==> run_1/congestion.png <==
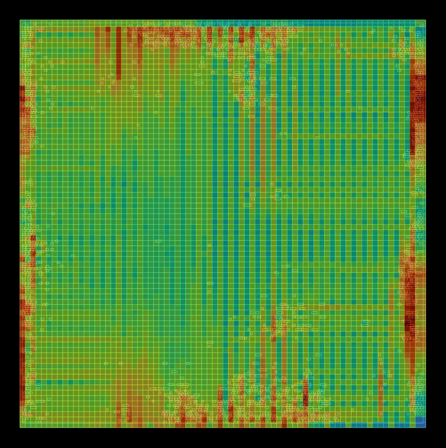
==> run_1/placement_by_type.png <==
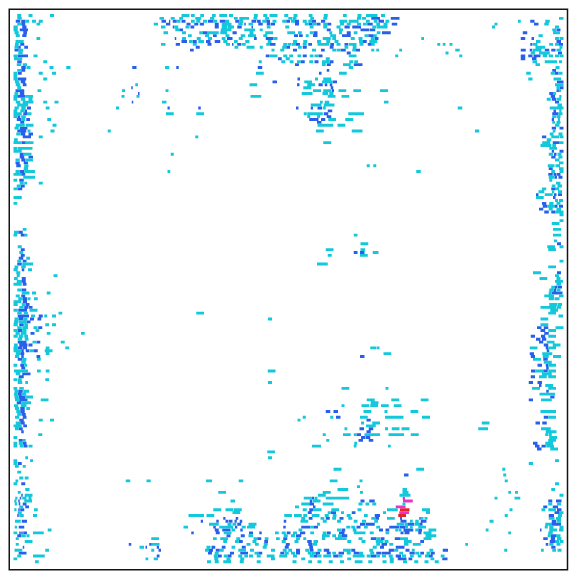
==> run_1/io_placement.png <==
Pins as bars across the die edge, other pins in grey.
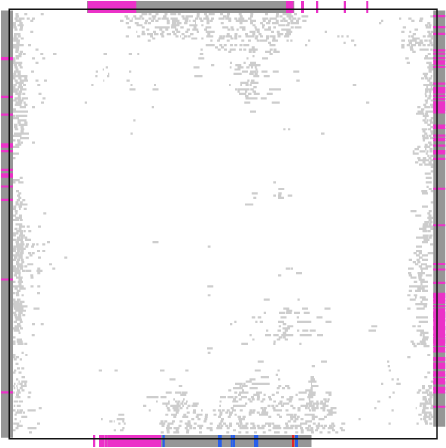
$ cat config.mk
export PLATFORM = sky130hd
export DESIGN_NAME = mem_arbiter
export DESIGN_NICKNAME = d
export VERILOG_FILES = /design/src/rtl/mem_arbiter.sv
export SDC_FILE = /design/constraint.sdc
export NUM_CORES = 1
export LEC_CHECK = 0
export CAP_MARGIN = 20
export CORE_AREA = 3 3 521 523
export DETAILED_ROUTE_END_ITERATION = 12
export DIE_AREA = 0 0 524 526
export GPL_ROUTABILITY_DRIVEN = 0
export MAX_ROUTING_LAYER = met4
export PLACE_DENSITY = 0.33
export SETUP_SLACK_MARGIN = 0.5
export SLEW_MARGIN = 30
export SYNTH_ARGS = -nofsm -noshare
export SYNTH_HDL_FRONTEND = slang
export SYNTH_SLANG_ARGS = --single-unit
$ cat constraint.sdc
create_clock -name clk -period 1.61 [get_ports clk]
set_input_delay 0.322 -clock clk [delete_from_list [all_inputs] [get_ports clk]]
set_output_delay 0.322 -clock clk [all_outputs]
set_load 0.02 [all_outputs]
$ cat src/rtl/mem_arbiter.sv
// mem_arbiter: shares one line-granular main_mem port between two cache
// controllers (master 0 = D-cache, master 1 = I-cache).
//
// Each master drives the line handshake it would drive into main_mem directly.
// An owner is chosen and registered in IDLE. In OWN the owner's request,
// address and write line pass straight through to main_mem. mem_gnt is routed
// back only to the owner. The read line is broadcast to both masters.
//
// Handshake: mk_rd_req / mk_wr_req are held by the master until mk_gnt.
// mk_gnt is a 1-cycle pulse in the same cycle as mem_gnt. If a master drops
// its request before the grant, the transfer is aborted.
//
// Ports:
//   clk, rst                   clock, synchronous active-high reset
//   m{0,1}_rd_req/wr_req       master line read / write request
//   m{0,1}_addr, m{0,1}_wr_line master line address and write line
//   m{0,1}_gnt                 master transfer-complete pulse
//   rd_line                    main_mem read line, broadcast unregistered
//   owner                      current/last owner index
//   busy                       1 while in state OWN (exposes the FSM state)
//   mem_rd_req/wr_req/addr/wr_line  forwarded request to main_mem
//   mem_rd_line, mem_gnt       main_mem response
//
// Configuration macro: MEM_ARB_RR_EN
//   defined   -> round-robin arbitration: on a tie the winner is ~last, and
//                last is updated on every completed grant.
//   undefined -> fixed priority: master 0 wins every tie.
module mem_arbiter #(
  parameter int LINE_ADDR_LEN = 3,
  parameter int ADDR_LEN      = 9,
  localparam int LINE_W       = 32 << LINE_ADDR_LEN
) (
  input  logic                clk,
  input  logic                rst,
  input  logic                m0_rd_req,
  input  logic                m0_wr_req,
  input  logic [ADDR_LEN-1:0] m0_addr,
  input  logic [LINE_W-1:0]   m0_wr_line,
  output logic                m0_gnt,
  input  logic                m1_rd_req,
  input  logic                m1_wr_req,
  input  logic [ADDR_LEN-1:0] m1_addr,
  input  logic [LINE_W-1:0]   m1_wr_line,
  output logic                m1_gnt,
  output logic [LINE_W-1:0]   rd_line,
  output logic                owner,
  output logic                busy,
  output logic                mem_rd_req,
  output logic                mem_wr_req,
  output logic [ADDR_LEN-1:0] mem_addr,
  output logic [LINE_W-1:0]   mem_wr_line,
  input  logic [LINE_W-1:0]   mem_rd_line,
  input  logic                mem_gnt
);

  typedef enum logic {IDLE = 1'b0, OWN = 1'b1} state_t;

  state_t state;

  logic                req0, req1;
  logic                winner;
  logic                own_rd, own_wr, own_req;
  logic [ADDR_LEN-1:0] own_addr;
  logic [LINE_W-1:0]   own_line;
  logic                fwd;
  logic                done;

  assign req0 = m0_rd_req | m0_wr_req;
  assign req1 = m1_rd_req | m1_wr_req;

  // Owner-side request mux.
  always_comb begin
    own_rd   = m0_rd_req;
    own_wr   = m0_wr_req;
    own_addr = m0_addr;
    own_line = m0_wr_line;
    if (owner) begin
      own_rd   = m1_rd_req;
      own_wr   = m1_wr_req;
      own_addr = m1_addr;
      own_line = m1_wr_line;
    end
  end

  assign own_req = own_rd | own_wr;

  // A request is forwarded only while in OWN and the owner still requests.
  // If the owner drops its request, memory sees the request low in that same
  // cycle (abort).
  assign fwd  = (state == OWN) & own_req;
  assign done = fwd & mem_gnt;

  // When both read and write are high, the write wins.
  assign mem_wr_req  = fwd & own_wr;
  assign mem_rd_req  = fwd & own_rd & ~own_wr;
  assign mem_addr    = fwd ? own_addr : '0;
  assign mem_wr_line = fwd ? own_line : '0;

  // A grant in IDLE never reaches a master because done requires OWN.
  assign m0_gnt  = done & ~owner;
  assign m1_gnt  = done & owner;
  assign rd_line = mem_rd_line;
  assign busy    = (state == OWN);

`ifdef MEM_ARB_RR_EN
  logic last;

  // On a tie, the winner is ~last. A sole requester always wins.
  assign winner = (req0 & req1) ? ~last : req1;
`else
  // Fixed priority: master 0 wins whenever it requests.
  assign winner = ~req0;
`endif

  always_ff @(posedge clk) begin
    if (rst) begin
      state <= IDLE;
      owner <= 1'b0;
`ifdef MEM_ARB_RR_EN
      last  <= 1'b0;
`endif
    end else begin
      case (state)
        IDLE: begin
          if (req0 | req1) begin
            owner <= winner;
            state <= OWN;
          end
        end
        OWN: begin
          // Return to IDLE on completion or on abort. After a grant, the same
          // master must re-arbitrate before it can be served again.
          if (!own_req || mem_gnt) begin
            state <= IDLE;
          end
`ifdef MEM_ARB_RR_EN
          // The pointer advances only on a completed grant, not on abort.
          if (done) begin
            last <= owner;
          end
`endif
        end
        default: state <= IDLE;
      endcase
    end
  end

endmodule

==> flow_metrics.tcl, run 1 <==
# yosys + openroad results
set metrics [dict create \
    cts_htree_levels 1 \
    fin_ws_ns -0.986 \
    cts_sinks 2 \
    drive_above_1_share 0.516 \
    r2r_start "owner" \
    antennaDiodeCount 12 \
    non_clock_buffer_area_share 0.564 \
    mostFrequentLayoutCells "532 x clkdlybuf4s50_1, 214 x mux2i_1, 168 x buf_12" \
    cts.reportedPaths.clkPinSlew_ns 0.03 \
    violations "setup timing" \
    tns_ns -224.52 \
    grt_pass1_wl_microns 194000 \
    clock.fmax_mhz 385 \
    rsz0062_at_grt "yes" \
    crit_cells 11 \
    synth_area_sq_um 6070 \
    holdPathStages 0 \
    worst_hold_path_type "primary input to primary output" \
    place_inst 5080 \
    synthTopCellsByArea "mux2i_1 44%, buf_4 33%, nor2_1 17%" \
    layout_top_cell "clkdlybuf4s50_1" \
    top_cells_by_count "270 x buf_4, 270 x nor2_1, 266 x mux2i_1, 42 x buf_2, 4 x clkbuf_1" \
    sh_comb_area 0.237 \
    insertion_delay_ns 0.22 \
    dr.pass1.iters 4 \
    slew_violations 0 \
    cts-root-buf "clkbuf_16" \
    status "finished, violations left" \
    via_per_inst 1.86 \
    wl_per_cell_microns 33.9 \
    top_area_frac 0.439 \
    fin_skew_ns 0.00400 \
    worstPathCellList "or3b_4 > o311ai_4 > buf_12 > buf_16 > buf_12 > buf_16 > buf_12 > buf_12 > buf_16 > nor2_2 > buf_12" \
    synth.yosys.warnings 0 \
    critPathTopFamily "buffers and inverters" \
    min_to "rd_line[100]" \
    num-nonclk-buffers 1079 \
    setup_viol 270 \
]
## Picture notes: congestion.png
GR Util met2: 0.193
met3 Track Usage GR: 0.143
met1 usage: 0.0921
Layout Utilization: 0.0863
GRT Util Overall: 0.123

## Picture notes: placement_by_type.png
colour	class	cells	share of their area
blue	combinational and other logic	550	29%
cyan	remaining buffers and delay cells	1,079	70%
magenta	clock drivers and dummy loads	4	0.42%
red	sequential cells	2	0.24%
site row count: 190
Seq/total area: 0.00190
total core area: 267,000 sq um

## Picture notes: io_placement.png
colour	port	pins	direction	edge
red	m1_gnt	1	output	south
blue	m0_addr	9	input	south
magenta	rd_line	256	output	88 east, 78 south, 76 north, 14 west
die y size: 526 microns
IO buf count: 807
Die Width: 524 microns

==> run 1: layer usage <==
metal / part of all wire / global-route usage
met1: 0.26 / 0.0921
met5: 0 / -
met4: 0.032 / 0.0245
met3: 0.26 / 0.143
met2: 0.45 / 0.193
==> run 1: repair_timing <==
item,4_1_cts,5_1_grt
pin swaps,18,66
gates resized,502,444
hold buffers,0,0
endpoints found under the setup margin,273,273
setup buffers,48,29
gates cloned,13,13
==> run 1: through the flow <==
stage	hold WS, ns	setup slack, ns
floorplan	0.391	-0.185
global placement	0.644	-1.26
detailed placement	0.644	-1.27
CTS	0.644	-1.04
global route	0.644	-1.06
finish	0.644	-0.986
==> run 1: power breakdown <==
part	total, mW	switching, mW	internal, mW
sequential	0.0590	0.00520	0.0538
clock	0.386	0.0599	0.326
combinational	8.60	4.09	4.51
total	9.05	4.15	4.89
==> run_1/clk_routes.png <==
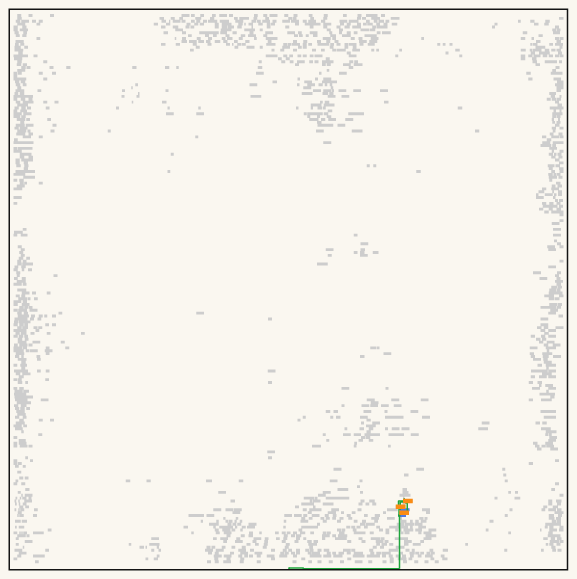

==> run 2, diff against run 1 <==
--- a/config.mk
+++ b/config.mk
@@ -6,9 +6,10 @@
 export NUM_CORES = 1
 export LEC_CHECK = 0
 export CAP_MARGIN = 20
-export CORE_AREA = 3 3 521 523
+export CORE_AREA = 3 3 507 509
+export CTS_CLUSTER_DIAMETER = 100
 export DETAILED_ROUTE_END_ITERATION = 12
-export DIE_AREA = 0 0 524 526
+export DIE_AREA = 0 0 510 512
 export GPL_ROUTABILITY_DRIVEN = 0
 export MAX_ROUTING_LAYER = met4
 export PLACE_DENSITY = 0.33
==> constraint.sdc (replaced) <==
create_clock -name clk -period 2.9 [get_ports clk]
set_input_delay 0.58 -clock clk [delete_from_list [all_inputs] [get_ports clk]]
set_output_delay 0.58 -clock clk [all_outputs]
set_load 0.02 [all_outputs]
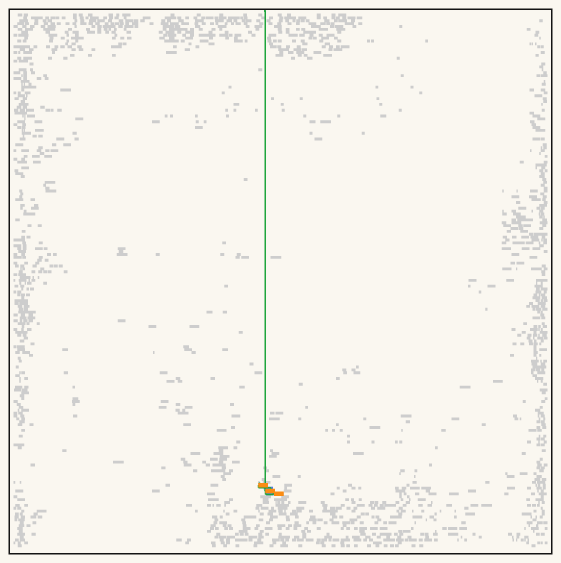
(run_2/clk_routes.png)
[green] clock wires | length: 504 microns
[blue] flip-flops | count: 2
[orange] clock drivers | count: 3
routed clock nets	4
Clock group: 0.212 mW
Clock Skew: 0.00283 ns
clk latency late pin: 0.22 ns
clock power share: 0.044

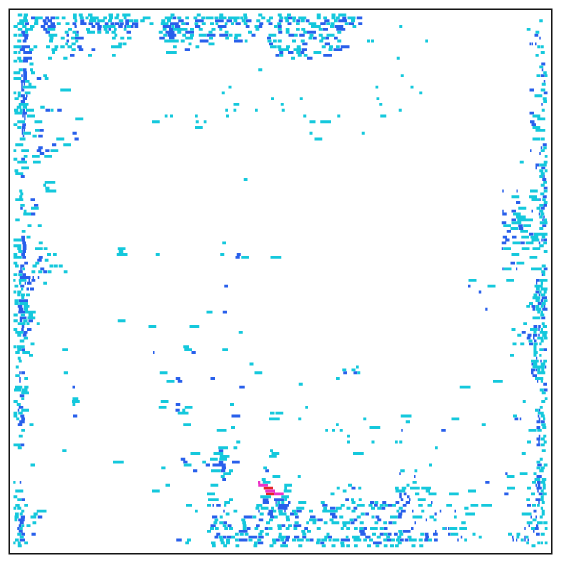
(run_2/placement_by_type.png)
colour	class	cells	share of their area
blue	combinational and other logic	550	30%
cyan	remaining buffers and delay cells	1,056	69%
magenta	clock drivers and dummy loads	4	0.45%
red	sequential cells	2	0.25%
fin area: 21,700 sq um
total core area: 253,000 sq um
Seq/total area: 0.00202
site row count: 185

==> run 2 against run 1 <==
Net effect: the flow now finishes without violations; total power fell by 47%; clock power fell by 45%; setup slack better by 1.1 ns; combinational power down 47%; area after synthesis unchanged; synthesized cell count is the same; global-route usage rose by 2.0 points; register-to-register slack gained 1.3 ns; critical path depth is the same; cell count decreased by 3.9%; utilization is 0.075 points lower; critical endpoint is now mem_wr_line[57]; largest cell class unchanged.
==> flow_metrics.tcl, run 2 <==
# yosys + openroad results
set metrics [dict create \
    power.group.top "combinational logic" \
    tns_ns 0 \
    grtUsageMet3 0.145 \
    clock.fmax_mhz 354 \
    worstPathCellList "buf_6 > or3b_4 > o311ai_4 > buf_12 > buf_12 > buf_16 > buf_16 > buf_12 > buf_12 > nor2_4 > buf_6" \
    drive_above_1_share 0.460 \
    mostFrequentLayoutCells "533 x clkdlybuf4s50_1, 204 x buf_4, 197 x mux2i_1" \
    met3_length_microns 44800 \
    pg_comb_mw 4.56 \
    pwr-share-seq 0.007 \
    layout_top_cell "clkdlybuf4s50_1" \
    cts_sinks 2 \
    swShare 0.474 \
    dr_wl_met2_microns 84100 \
    intPower_mw 2.53 \
    busiest_layer "met2" \
    status "completed" \
    dr.pass1.iters 4 \
    cts_htree_levels 1 \
    cts.reportedPaths.clkPinSlew_ns 0.03 \
    final_util 0.0856 \
    slew_violations 0 \
    die_w_microns 510 \
    rsz0062_at_grt "yes" \
]
run 2: cells by family (layout without fill, tap and decap cells):
family | Yosys count | after routing | synth area share
buffers and inverters | 319 | 1063 | 0.373
AND/OR/NAND/NOR | 275 | 275 | 0.172
flip-flops | 2 | 2 | 0.00660
other | 0 | 17 | 0
multiplexers | 266 | 266 | 0.439
AND-OR/OR-AND | 6 | 6 | 0.00949
run 2: worst paths after layout:
| path | startpoint | depth (start not counted) | to | slack, ns |
|---|---|---|---|---|
| worst max-delay path | m1_wr_req | 11 | mem_wr_line[57] | 0.07 |
| worst min register to register | busy | 3 | busy | 0.71 |
| worst min-delay path | busy | 3 | busy | 0.71 |
| worst max register to register | owner | 4 | busy | 1.42 |
Power and IR drop assume default switching activity.
